==> src/rtl/axis_sample_combiner.sv <==
// rtl/axis_sample_combiner.sv - N-channel AXI-Stream sample combiner (join, sum, scale, round, saturate)
// Two register stages: stage 1 holds the widened lane sums, stage 2 drives m_axis_*.
module axis_sample_combiner #(
  parameter int NUM_CH       = 4,
  parameter int SAMPLE_WIDTH = 16,
  parameter int SAMPLES      = 16,
  parameter int SHIFT        = 2,
  parameter int ROUND_MODE   = 1
) (
  input  logic                                    clock,
  input  logic                                    reset,
  input  logic [NUM_CH-1:0]                       ch_enable,
  input  logic                                    clear,
  input  logic [NUM_CH*SAMPLES*SAMPLE_WIDTH-1:0]  s_axis_tdata,
  input  logic [NUM_CH-1:0]                       s_axis_tvalid,
  input  logic [NUM_CH-1:0]                       s_axis_tlast,
  output logic [NUM_CH-1:0]                       s_axis_tready,
  output logic [SAMPLES*SAMPLE_WIDTH-1:0]         m_axis_tdata,
  output logic                                    m_axis_tvalid,
  output logic                                    m_axis_tlast,
  input  logic                                    m_axis_tready,
  output logic [15:0]                             sat_count,
  output logic                                    tlast_mismatch
);

  localparam int SW   = SAMPLE_WIDTH;
  localparam int CW   = (NUM_CH > 1) ? $clog2(NUM_CH) : 1;
  localparam int SUMW = SW + CW;
  localparam int W2   = SUMW + 1;
  localparam int BW   = SAMPLES * SW;
  localparam int RND  = (ROUND_MODE == 1) ? ((1 << SHIFT) >> 1) : 0;
  localparam logic signed [W2-1:0] MAXV = {{(W2-SW+1){1'b0}}, {(SW-1){1'b1}}};
  localparam logic signed [W2-1:0] MINV = {{(W2-SW+1){1'b1}}, {(SW-1){1'b0}}};

  logic                    s1_valid, s2_valid, s1_last;
  logic [SAMPLES*SUMW-1:0] s1_sum, sum_next;
  logic [BW-1:0]           scaled;
  logic                    sat_any, fire, s1_ready, s2_load, all_valid;
  logic                    last_next, mismatch_next;
  logic [NUM_CH-1:0]       last_en;
  logic signed [SUMW-1:0]  acc;
  logic signed [W2-1:0]    lane_ext, lane_sh;

  assign s2_load       = !s2_valid || m_axis_tready;
  assign s1_ready      = !s1_valid || s2_load;
  assign all_valid     = &(s_axis_tvalid | ~ch_enable);
  assign fire          = !reset && (|ch_enable) && all_valid && s1_ready;
  assign s_axis_tready = fire ? ch_enable : '0;
  assign last_en       = s_axis_tlast & ch_enable;
  assign last_next     = |last_en;
  assign mismatch_next = last_next && (last_en != ch_enable);
  assign m_axis_tvalid = s2_valid;

  // Disabled channels contribute zero; the widened sum cannot overflow.
  always_comb begin
    sum_next = '0;
    acc      = '0;
    for (int i = 0; i < SAMPLES; i++) begin
      acc = '0;
      for (int c = 0; c < NUM_CH; c++) begin
        if (ch_enable[c]) begin
          acc = acc + SUMW'($signed(s_axis_tdata[c*BW + i*SW +: SW]));
        end
      end
      sum_next[i*SUMW +: SUMW] = acc;
    end
  end

  // One extra bit of headroom keeps the rounding offset from wrapping.
  always_comb begin
    scaled   = '0;
    sat_any  = 1'b0;
    lane_ext = '0;
    lane_sh  = '0;
    for (int i = 0; i < SAMPLES; i++) begin
      lane_ext = W2'($signed(s1_sum[i*SUMW +: SUMW])) + W2'(RND);
      lane_sh  = lane_ext >>> SHIFT;
      if (lane_sh > MAXV) begin
        scaled[i*SW +: SW] = {1'b0, {(SW-1){1'b1}}};
        sat_any = 1'b1;
      end else if (lane_sh < MINV) begin
        scaled[i*SW +: SW] = {1'b1, {(SW-1){1'b0}}};
        sat_any = 1'b1;
      end else begin
        scaled[i*SW +: SW] = lane_sh[SW-1:0];
      end
    end
  end

  always_ff @(posedge clock) begin
    if (reset) begin
      s1_valid      <= 1'b0;
      s1_last       <= 1'b0;
      s1_sum        <= '0;
      s2_valid      <= 1'b0;
      m_axis_tdata  <= '0;
      m_axis_tlast  <= 1'b0;
    end else begin
      if (s1_ready) begin
        s1_valid <= fire;
        if (fire) begin
          s1_sum  <= sum_next;
          s1_last <= last_next;
        end
      end
      if (s2_load) begin
        s2_valid <= s1_valid;
        if (s1_valid) begin
          m_axis_tdata <= scaled;
          m_axis_tlast <= s1_last;
        end
      end
    end
  end

  always_ff @(posedge clock) begin
    if (reset || clear) begin
      sat_count      <= '0;
      tlast_mismatch <= 1'b0;
    end else begin
      if (s2_load && s1_valid && sat_any && sat_count != 16'hFFFF) begin
        sat_count <= sat_count + 16'd1;
      end
      if (fire && mismatch_next) begin
        tlast_mismatch <= 1'b1;
      end
    end
  end

endmodule
==> config.mk <==
export PLATFORM = sky130hd
export DESIGN_NAME = axis_sample_combiner
export DESIGN_NICKNAME = d
export VERILOG_FILES = /design/src/rtl/axis_sample_combiner.sv
export SDC_FILE = /design/constraint.sdc
export NUM_CORES = 2
export LEC_CHECK = 0
export CAP_MARGIN = 10
export CORE_AREA = 5 5 509 511
export CTS_CLUSTER_SIZE = 28
export DETAILED_ROUTE_END_ITERATION = 7
export DIE_AREA = 0 0 514 516
export PLACE_DENSITY = 0.59
export RECOVER_POWER = 25
export SYNTH_ARGS = -nofsm -noshare
export SYNTH_HDL_FRONTEND = slang
export SYNTH_SLANG_ARGS = --single-unit
export TNS_END_PERCENT = 50
==> constraint.sdc <==
create_clock -name clock -period 9 [get_ports clock]
set_clock_uncertainty 0.05 [all_clocks]
set_input_delay 1.35 -clock clock [delete_from_list [all_inputs] [get_ports clock]]
set_output_delay 1.35 -clock clock [all_outputs]
set_load 0.03 [all_outputs]
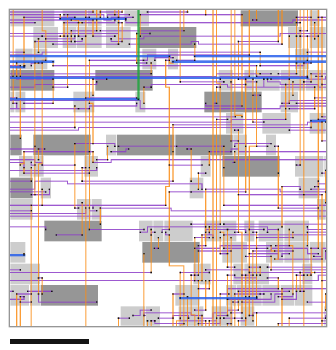
(close-up of the layout)
Scale bar: 10 µm. Region (366, 109) to (406, 149) µm. Cells in gray, sequential cells in the stronger gray; small squares are vias.
Blue is metal 3. Orange is metal 2. Purple is metal 1. Green is metal 4.
Most frequent: dfxtp_1 (12), nor2_1 (10), xnor2_1 (9). Netlist names of flops here include s1_sum (9), m_axis_tdata (3). 85 logic cells have their middle in the window. Sequential cells in the window: 12.

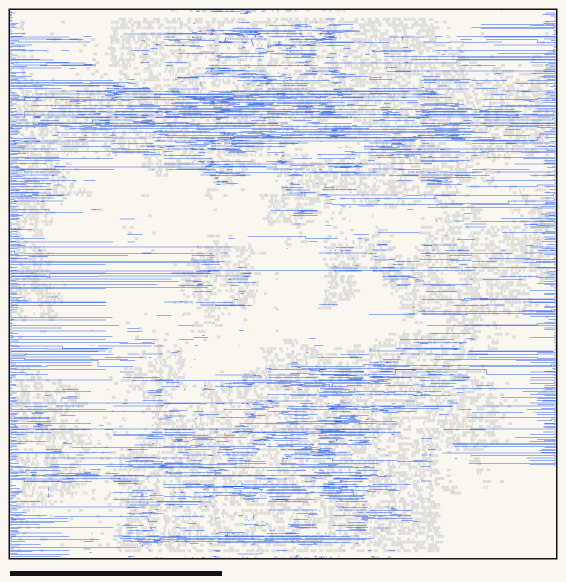
(the metal 3 layer)
Scale bar: 200 µm. Cells faint in the background.
The wires run mostly horizontal. The longest straight run is 260 µm.
vias after detailed routing: 76600
met3 Usage GRT: 0.123
drt total wl: 408000 µm

==> reports/results.ini <==
[outcome]
status = complete, but fails checks
violations = capacitance limit, slew limit

[cells_and_area]
sh_comb_area = 0.618
num-nonclk-inverters = 397
diodes = 181
largest_reg_flops = 272
fin_cells = 14000
sh_seq_area = 0.125
lay_top_cells = clkdlybuf4s50_1, nand2_1, nor2_1
fill_cells = 27100
lay_top_count = clkdlybuf4s50_1
top_regs = s1_sum (272), m_axis_tdata (256), sat_count (16)

[floorplanning]
die_height_um = 516
io_pins = 1319

[clock_tree]
clkLatencyLatePin_ns = 0.70
cts_root_buffer = clkbuf_16
post_cts_buffers = 0
cts_sinks = 549
hold_buffers = 0
htreeDepth = 2

[setup_path]
cp.required_ns = 9.50
worstSetupEndpoint = s1_sum[107]
cp_slowest_stage_delay_ns = 0.83
crit_arrival_ns = 8.33

[hold_path]
whs_path_depth = 2

[drt]
ant_nets = 0
drtIter0Drc = 8704

[power_and_ir_drop]
comb_cell_power_mw = 8.04
p_leak_nw = 36.1
switching_share = 0.451
seq_power_share = 0.210
seq-power_mw = 2.87

[place]
dp_worst_setup_slack_ns = 0.650
place_congestion = 1.04

[final_timing]
setup_violations = 0
min_period_ns = 7.83
hold_viol = 0
maxSlewViolCount = 416
finalWorstSetupSlack_ns = 1.17

[yosys]
xor_share = 0.111
avgSynthCellArea_um2 = 7.37
post-synth-top-count-cell = nand2_1
edf_count = 0
synth_flops = 549
ys_warn_count = 0

[global_route]
grt_antenna_before_repair = 330
grt_pass1_wl_um = 540000

[run]
max-cap-violations = 5

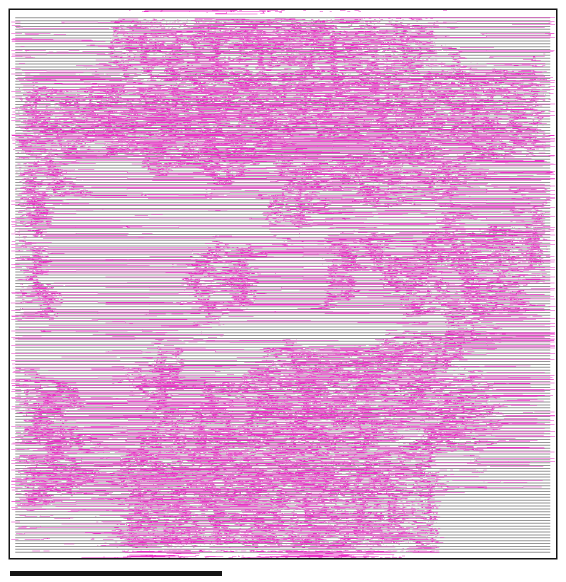
(M1 wires)
Scale bar: 200 µm. Supply wires on this layer in gray.
The layer holds 46% of the routed length. 11651 nets have wire on it.
met1 Usage GRT: 0.417

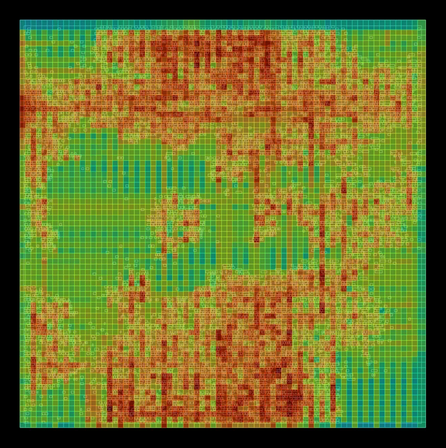
(track usage over the die)
fin util: 0.347
total track usage: 0.289
met2 GRT Util: 0.360
grt peak-use layer: met1
drt wl/cell: 29.2 µm

